[src/rtl/regfile_scoreboard_if.sv]
// ---------------------------------------------------------------------------
// regfile_scoreboard_if
// Bundles the read, writeback, issue and status signals of the register file
// with scoreboard. clk and rst_n are not part of the bundle.
//
//   rs1_addr/rs2_addr   read-port register indices       (master -> slave)
//   rs1_data/rs2_data   read-port data                    (slave -> master)
//   rs1_busy/rs2_busy   read source has a pending producer (slave -> master)
//   stall               rs1_busy | rs2_busy               (slave -> master)
//   wr_en/addr/data     writeback port, clears busy       (master -> slave)
//   iss_en/iss_rd       issue port, marks iss_rd pending  (master -> slave)
//   busy_cnt            number of pending registers       (slave -> master)
// ---------------------------------------------------------------------------
interface regfile_scoreboard_if #(
  parameter int DATA_W = 32,
  parameter int ADDR_W = 5
);
  logic [ADDR_W-1:0] rs1_addr;
  logic [ADDR_W-1:0] rs2_addr;
  logic [DATA_W-1:0] rs1_data;
  logic [DATA_W-1:0] rs2_data;
  logic              rs1_busy;
  logic              rs2_busy;
  logic              stall;
  logic              wr_en;
  logic [ADDR_W-1:0] wr_addr;
  logic [DATA_W-1:0] wr_data;
  logic              iss_en;
  logic [ADDR_W-1:0] iss_rd;
  logic [ADDR_W:0]   busy_cnt;

  // Pipeline side: drives indices, writeback and issue; observes results.
  modport master (
    output rs1_addr, rs2_addr, wr_en, wr_addr, wr_data, iss_en, iss_rd,
    input  rs1_data, rs2_data, rs1_busy, rs2_busy, stall, busy_cnt
  );

  // Register file side.
  modport slave (
    input  rs1_addr, rs2_addr, wr_en, wr_addr, wr_data, iss_en, iss_rd,
    output rs1_data, rs2_data, rs1_busy, rs2_busy, stall, busy_cnt
  );
endinterface

[src/rtl/regfile_scoreboard.sv]
// ---------------------------------------------------------------------------
// regfile_scoreboard
// Two-read / one-write register file with a per-register busy scoreboard.
// Reads are combinational. A write stores data and retires the pending
// producer of that register; an issue marks its destination pending.
// Register 0 is hardwired to zero and is never pending.
//
// Ports:
//   clk    single clock, all state updates on the rising edge
//   rst_n  asynchronous active-low reset; clears data, busy bits and count
//   bus    regfile_scoreboard_if.slave (read, writeback, issue, status)
//
// Build option:
//   REGFILE_WR_BYPASS_EN  when defined, a same-cycle write to a read index is
//                         forwarded to that read port and hides its busy bit
//                         (unless the same register is re-issued that cycle).
// ---------------------------------------------------------------------------
module regfile_scoreboard #(
  parameter int DATA_W = 32,
  parameter int ADDR_W = 5
) (
  input logic                 clk,
  input logic                 rst_n,
  regfile_scoreboard_if.slave bus
);

  localparam int DEPTH = 2**ADDR_W;

  logic [DATA_W-1:0] regs [DEPTH];
  logic [DEPTH-1:0]  busy_q;
  logic [ADDR_W:0]   busy_cnt_q;

  // Writes/issues aimed at register 0 are discarded up front so that the
  // storage and scoreboard never see them.
  logic wr_ok;
  logic iss_ok;
  logic same_reg;
  logic cnt_inc;
  logic cnt_dec;

  assign wr_ok    = bus.wr_en  && (bus.wr_addr != '0);
  assign iss_ok   = bus.iss_en && (bus.iss_rd  != '0);
  assign same_reg = wr_ok && iss_ok && (bus.wr_addr == bus.iss_rd);

  // Count tracks the popcount incrementally: only a fresh issue adds, and a
  // writeback only subtracts if it really retires a pending producer that is
  // not being replaced on the same edge.
  assign cnt_inc = iss_ok && !busy_q[bus.iss_rd];
  assign cnt_dec = wr_ok  &&  busy_q[bus.wr_addr] && !same_reg;

  // ---------------------------------------------------------------------------
  // Storage
  // ---------------------------------------------------------------------------
  // NOTE: the data array is deliberately reset: the register file must read
  // all zeros straight out of reset and a reset must drop in-flight writes,
  // so this cannot be mapped to a plain un-reset RAM macro.
  always_ff @(posedge clk or negedge rst_n) begin
    if (!rst_n) begin
      for (int i = 0; i < DEPTH; i++) regs[i] <= '0;
    end else if (wr_ok) begin
      regs[bus.wr_addr] <= bus.wr_data;
    end
  end

  // ---------------------------------------------------------------------------
  // Scoreboard
  // ---------------------------------------------------------------------------
  // NOTE: both updates are non-blocking to the same vector; when a writeback
  // and an issue hit the same register, the later assignment (the set) wins,
  // which is exactly "new producer keeps it busy".
  always_ff @(posedge clk or negedge rst_n) begin
    if (!rst_n) begin
      busy_q     <= '0;
      busy_cnt_q <= '0;
    end else begin
      if (wr_ok)  busy_q[bus.wr_addr] <= 1'b0;
      if (iss_ok) busy_q[bus.iss_rd]  <= 1'b1;
      busy_cnt_q <= busy_cnt_q + (ADDR_W+1)'(cnt_inc) - (ADDR_W+1)'(cnt_dec);
    end
  end

  // ---------------------------------------------------------------------------
  // Read ports
  // ---------------------------------------------------------------------------
  logic [ADDR_W-1:0] rd_addr [2];
  logic [DATA_W-1:0] rd_data [2];
  logic              rd_busy [2];

  assign rd_addr[0] = bus.rs1_addr;
  assign rd_addr[1] = bus.rs2_addr;

  // NOTE: every output gets a default at the top of the block so no path
  // leaves it unassigned and no latch is inferred.
  always_comb begin
    for (int p = 0; p < 2; p++) begin
      rd_data[p] = regs[rd_addr[p]];
      rd_busy[p] = busy_q[rd_addr[p]];
      if (rd_addr[p] == '0) begin
        rd_data[p] = '0;
        rd_busy[p] = 1'b0;
      end
`ifdef REGFILE_WR_BYPASS_EN
      // Forward the value being written this cycle; the producer is done
      // unless the same register is being re-issued on this edge.
      if (wr_ok && (bus.wr_addr == rd_addr[p])) begin
        rd_data[p] = bus.wr_data;
        if (!(iss_ok && (bus.iss_rd == rd_addr[p]))) rd_busy[p] = 1'b0;
      end
`endif
      // Outputs are forced quiet while reset is held, independent of any
      // bypass path driven from the still-active inputs.
      if (!rst_n) begin
        rd_data[p] = '0;
        rd_busy[p] = 1'b0;
      end
    end
  end

  assign bus.rs1_data = rd_data[0];
  assign bus.rs2_data = rd_data[1];
  assign bus.rs1_busy = rd_busy[0];
  assign bus.rs2_busy = rd_busy[1];
  assign bus.stall    = rd_busy[0] | rd_busy[1];
  assign bus.busy_cnt = busy_cnt_q;

endmodule

[src/flat_wrapper.sv]
// flat-port wrapper written by rule: the top's interface ports become plain ports
module regfile_scoreboard_flat 
#(
  parameter int DATA_W = 32,
  parameter int ADDR_W = 5
)
  (clk, rst_n, bus_rs1_addr, bus_rs2_addr, bus_wr_en, bus_wr_addr, bus_wr_data, bus_iss_en, bus_iss_rd, bus_rs1_data, bus_rs2_data, bus_rs1_busy, bus_rs2_busy, bus_stall, bus_busy_cnt);
  regfile_scoreboard_if #(.DATA_W(DATA_W), .ADDR_W(ADDR_W)) bus_i ();
  input logic clk;
  input logic rst_n;
  input wire logic [$bits(bus_i.rs1_addr)-1:0] bus_rs1_addr;
  input wire logic [$bits(bus_i.rs2_addr)-1:0] bus_rs2_addr;
  input wire logic [$bits(bus_i.wr_en)-1:0] bus_wr_en;
  input wire logic [$bits(bus_i.wr_addr)-1:0] bus_wr_addr;
  input wire logic [$bits(bus_i.wr_data)-1:0] bus_wr_data;
  input wire logic [$bits(bus_i.iss_en)-1:0] bus_iss_en;
  input wire logic [$bits(bus_i.iss_rd)-1:0] bus_iss_rd;
  output wire logic [$bits(bus_i.rs1_data)-1:0] bus_rs1_data;
  output wire logic [$bits(bus_i.rs2_data)-1:0] bus_rs2_data;
  output wire logic [$bits(bus_i.rs1_busy)-1:0] bus_rs1_busy;
  output wire logic [$bits(bus_i.rs2_busy)-1:0] bus_rs2_busy;
  output wire logic [$bits(bus_i.stall)-1:0] bus_stall;
  output wire logic [$bits(bus_i.busy_cnt)-1:0] bus_busy_cnt;
  assign bus_i.rs1_addr = bus_rs1_addr;
  assign bus_i.rs2_addr = bus_rs2_addr;
  assign bus_i.wr_en = bus_wr_en;
  assign bus_i.wr_addr = bus_wr_addr;
  assign bus_i.wr_data = bus_wr_data;
  assign bus_i.iss_en = bus_iss_en;
  assign bus_i.iss_rd = bus_iss_rd;
  assign bus_rs1_data = bus_i.rs1_data;
  assign bus_rs2_data = bus_i.rs2_data;
  assign bus_rs1_busy = bus_i.rs1_busy;
  assign bus_rs2_busy = bus_i.rs2_busy;
  assign bus_stall = bus_i.stall;
  assign bus_busy_cnt = bus_i.busy_cnt;
  regfile_scoreboard #(.DATA_W(DATA_W), .ADDR_W(ADDR_W)) u_core (.clk(clk), .rst_n(rst_n), .bus(bus_i));
endmodule
[config.mk]
export PLATFORM = sky130hd
export DESIGN_NAME = regfile_scoreboard_flat
export DESIGN_NICKNAME = d
export VERILOG_FILES = /design/src/rtl/regfile_scoreboard_if.sv /design/src/rtl/regfile_scoreboard.sv /design/src/flat_wrapper.sv
export SDC_FILE = /design/constraint.sdc
export NUM_CORES = 2
export LEC_CHECK = 0
export CORE_MARGIN = 4
export CORE_UTILIZATION = 30
export DETAILED_ROUTE_END_ITERATION = 7
export PLACE_DENSITY = 0.42
export REMOVE_ABC_BUFFERS = 1
export SLEW_MARGIN = 20
export SYNTH_ARGS = -nofsm -noshare
export SYNTH_HDL_FRONTEND = slang
export SYNTH_SLANG_ARGS = --single-unit
[constraint.sdc]
create_clock -name clk -period 5.4 [get_ports clk]
set_clock_uncertainty 0.15 [all_clocks]
set_input_delay 1.08 -clock clk [delete_from_list [all_inputs] [get_ports clk]]
set_output_delay 1.08 -clock clk [all_outputs]
set_load 0.01 [all_outputs]
**The metal 1 layer**

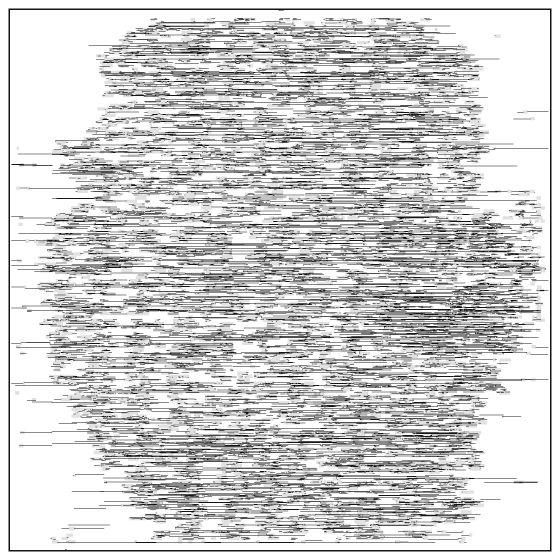
main direction	horizontal
nets with wire on the layer	3,610
share of all routed wire	47%
met1 routing resource usage after global routing: 27.3%
total routed wirelength: 190,000 um
count of vias placed by the detailed router: 34,500

**The metal 2 layer**

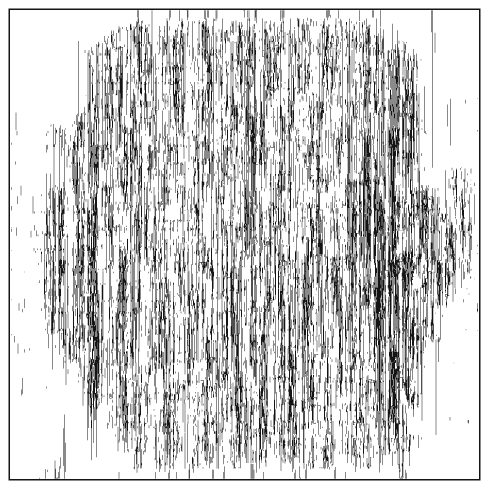
nets with wire on the layer	3,468
longest straight run	149 um
main direction	vertical
share of all routed wire	48%

**Signal wires on met4**

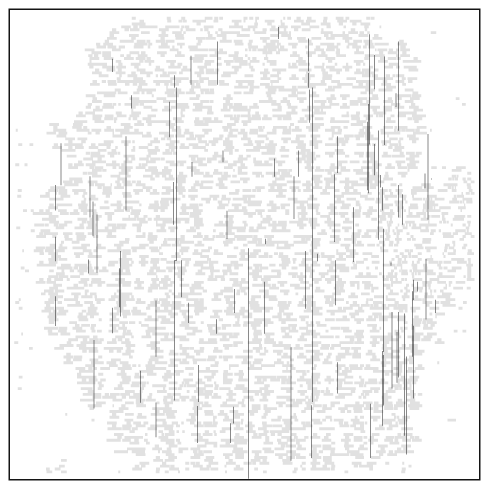
nets with wire on the layer	42
share of all routed wire	2.2%
longest straight run	298 um
main direction	vertical
wire length on this layer	4,220 um

**Cell area per tile**

The bar under the picture is 100 um long. 22 x 22 tiles, from dark blue (low) to red (high), 0 to 100% covered.
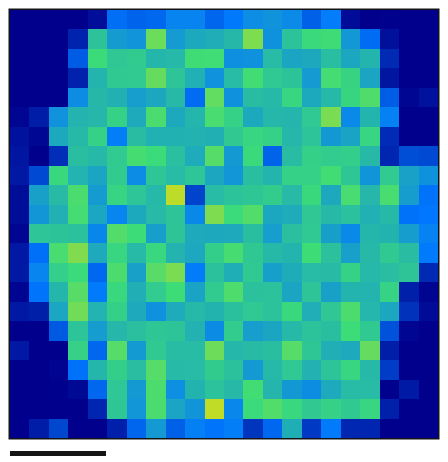
fullest tile	67%
nearly empty tiles	14%
mean over tiles	32%
post-layout utilization of the core: 35.0%
Init Core Util: 30.3%

-- worst max-delay path, stage by stage --
cell and delay [ps]:
dlygate4sd3_1 560, buf_8 170, buf_4 260, nand3_4 80, buf_4 680, o22ai_1 240
or2_1 290, clkdlybuf4s50_1 480
-- Yosys cell counts, types with 25 or more instances --
library cell  number  area (sq um)
nand2_1           28           105
mux2i_1          280          2800
buf_1             53           199
dfrtp_1         1062         26600
or2_1             66           413
buf_2            138           691
mux2_2           966         10900
clkbuf_1         210           788
o21ai_0           25           125
o22ai_1          132           826
mux4_2           529         11900
mux2_4            29           435
-- state kept, by name, summed over array words and instances (netlist names) --
register,flops
u_core.busy_q,32
u_core.regs,1024
u_core.bus.busy_cnt,6
-- cells in the final DEF (no fill, tap or decap), drive strengths merged, types with 11 or more instances in the layout --
master	count
o21ai	25
a22o	11
nor2b	13
dfrtp	1062
nand3	16
clkdlybuf4s50	95
buf	215
or2	69
clkinv	19
clkbuf	195
nor2	20
mux2	995
mux2i	280
nand2	30
inv	25
mux4	529
o22ai	132
-- metrics by stage --
stage / util (%) / cell area (sq um) / power (mW)
finish: 35.0 / 66100 / 24.7
global route: 35.0 / 66100 / 26.0
detailed placement: 32.8 / 61900 / 16.0
global placement: 32.8 / 61900 / 15.9
CTS: 35.1 / 66200 / 25.1
floorplan: - / 55300 / 13.9
-- layout make-up --
type	instances	area (sq um)	area share [%]
multi-input combinational	2217	28900	43.7
sequential	1062	26600	40.2
clock buffer	193	3920	5.93
timing repair buffer	313	3160	4.79
tap	2495	3120	4.72
clock inverter	30	370	0.560
inverter	21	81.3	0.123
antenna	3	7.51	0.0114
-- per-layer routing --
layer,routed length (um),GRT usage (%),vias to the layer above,share of wire (%)
met1,88900,27.3,19300,47
met5,27,0,-,0.014
li1,-,-,14500,-
met2,91500,31.7,613,48
met3,5690,2.26,210,3.0
met4,4220,4.94,4,2.2
-- power groups by stage --
stage                     logic, mW  registers [mW]  clock network [mW]
after detailed placement       5.27            10.7                   0
after global routing           5.61            10.8                9.55
final                          5.16            10.6                8.92
after CTS                      5.28            10.6                9.25
after floorplan                3.58            10.3                   0
after global placement         5.20            10.7                   0
-- logic make-up after synthesis --
group | after synthesis
and+or+nand+nor | 195
DFF | 1062
adders and majority gates | 7
muxes | 1804
AOI/OAI and AO/OA | 201
buffers and inverters | 444
xor gates and xnor gates | 10
-- worst max path at each step --
| stage | endpoint |
|---|---|
| CTS | bus_rs1_data[22] |
| floorplan | u_core.regs[384]$_DFFE_PN0P_ |
| global placement | bus_rs2_data[22] |
| detailed placement | bus_rs2_data[22] |
| global route | bus_rs1_data[22] |
| finish | bus_rs1_data[3] |
==> flow_metrics.tcl <==
# place-and-route summary
set metrics [dict create \
    post_synth.cell_area_avg_sq_um 15.3 \
    first_pass_iters 7 \
    finalSetupViolations 0 \
    placed_cells 6107 \
    critPathLaunchType "input port" \
    chip_area_sq_um 198000 \
    warnings 35 \
    power.net_switching_mw 6.75 \
    adder_share_pct 0.166 \
    report.final.slew_viol_count 0 \
    synth.ff_latch_count 1062 \
    powerDensity_nw_per_um2 374 \
    post_synth_main_logic_family "multiplexers" \
    cts_root_buf "clkbuf_16" \
    drc 0 \
    antenna_violations_before_repair 8 \
    regToRegStartpoint "u_core.busy_q[14]$_DFF_PN0_" \
    critPathMaxFanout 32 \
    design.final.nets 3812 \
    timing.final.crit_period_ps 5250 \
    yosys_cell_count 3723 \
    cts.path.max_buffers 3 \
    pwr-share-comb_pct 20.9 \
    run_status "completed" \
    clkLatencyLatePin_ps 760 \
    number_of_fill_cells_in_the_layout 18100 \
    ys.flop_type "dfrtp_1" \
    fin_setup_tns_ps 0 \
    dpl_worst_slack_ps 355 \
    critPathLaunch "rst_n" \
    hold_path.class "flip-flop to flip-flop" \
    synth-warning-count 0 \
    ys_sh_aoi_pct 2.27 \
    maximum_number_of_pins_on_one_net_before_global_route_repair 147 \
    number_of_global_route_vias_before_repair 36800 \
    clock-sinks 1062 \
    vias_per_cell 5.45 \
    grt_overflow_total 0 \
    gpl.final_weighted_congestion 0.749 \
    synthXorXnorAreaFrac_pct 0.153 \
    hold_path_startpoint "u_core.busy_q[0]$_DFF_PN0_" \
    groute.usage.overall_pct 19.3 \
    finalClockPeriodUsage_pct 97.2 \
    reg2reg_to "u_core.bus.busy_cnt[4]$_DFF_PN0_" \
    dieHeight_um 444 \
    hold_slack_ps 220 \
    drt-initial-drc-count 2089 \
    fmax_mhz 191 \
    crit_path_end_kind "output port" \
    worstSetupPathType "input port to output port" \
    timing.slew.headroom_pct 24.3 \
    holdPathEnd "u_core.busy_q[0]$_DFF_PN0_" \
    tritoncts "built" \
    htree_levels 4 \
    numCtsBuffers 134 \
    final_antenna_net_count 0 \
    intPower_mw 18.0 \
    pin_count 129 \
    r2r.worst_path.cells 14 \
    synth.cellmix.simpleShare_pct 1.96 \
    vdd_drop_max_mv 0.341 \
    timing.critical_path.arrival_ps 4020 \
    synth-edff-count 0 \
    flow.area_growth_from_synthesis_pct 15.7 \
    max_cap_viol_count 0 \
    cts_repair_resize_count 0 \
    postLayoutSetupSlackWorst_ps 151 \
    instance_tally_after_logic_synthesis 3723 \
    grt_setup_unrepaired "false" \
    leak_pwr_nw 28.3 \
    clock_network_power_share_pct 36.1 \
    timing_worst_slew_pin_value_ps 1130 \
    switching_share_pct 27.3 \
    post_cts.repair.setup_buffers 0 \
    fp.coreArea_sq_um 189000 \
    yosys_area_sq_um 57100 \
    clkTransAtPathRegs_ps 50 \
    count_of_non_filler_cells_in_the_finished_layout 6334 \
    final_layout_size_suffix_gt1_share_pct 51.5 \
    mux_area_share_pct 45.6 \
    port-buffer-count 128 \
    dpl.hpwl_um 116000 \
    grt_pass1_wl_um 279000 \
    ctsHoldBuffers 1 \
    syn_area_sq_um 57100 \
    route.detailed.wl_per_inst_um 30.1 \
    ys_seq_share_pct 46.5 \
    num_rows 159 \
    p_seq_share_pct 43.0 \
    timing.reg2reg.setup_slack_ps 2190 \
    hold_path_stages 0 \
    hold_viol_final 0 \
    post_synth_num_cell_types 52 \
    worst_ep_required_ps 4170 \
    die_w_um 444 \
    async_flop_share_pct 100 \
]
Power and IR drop assume default switching activity.
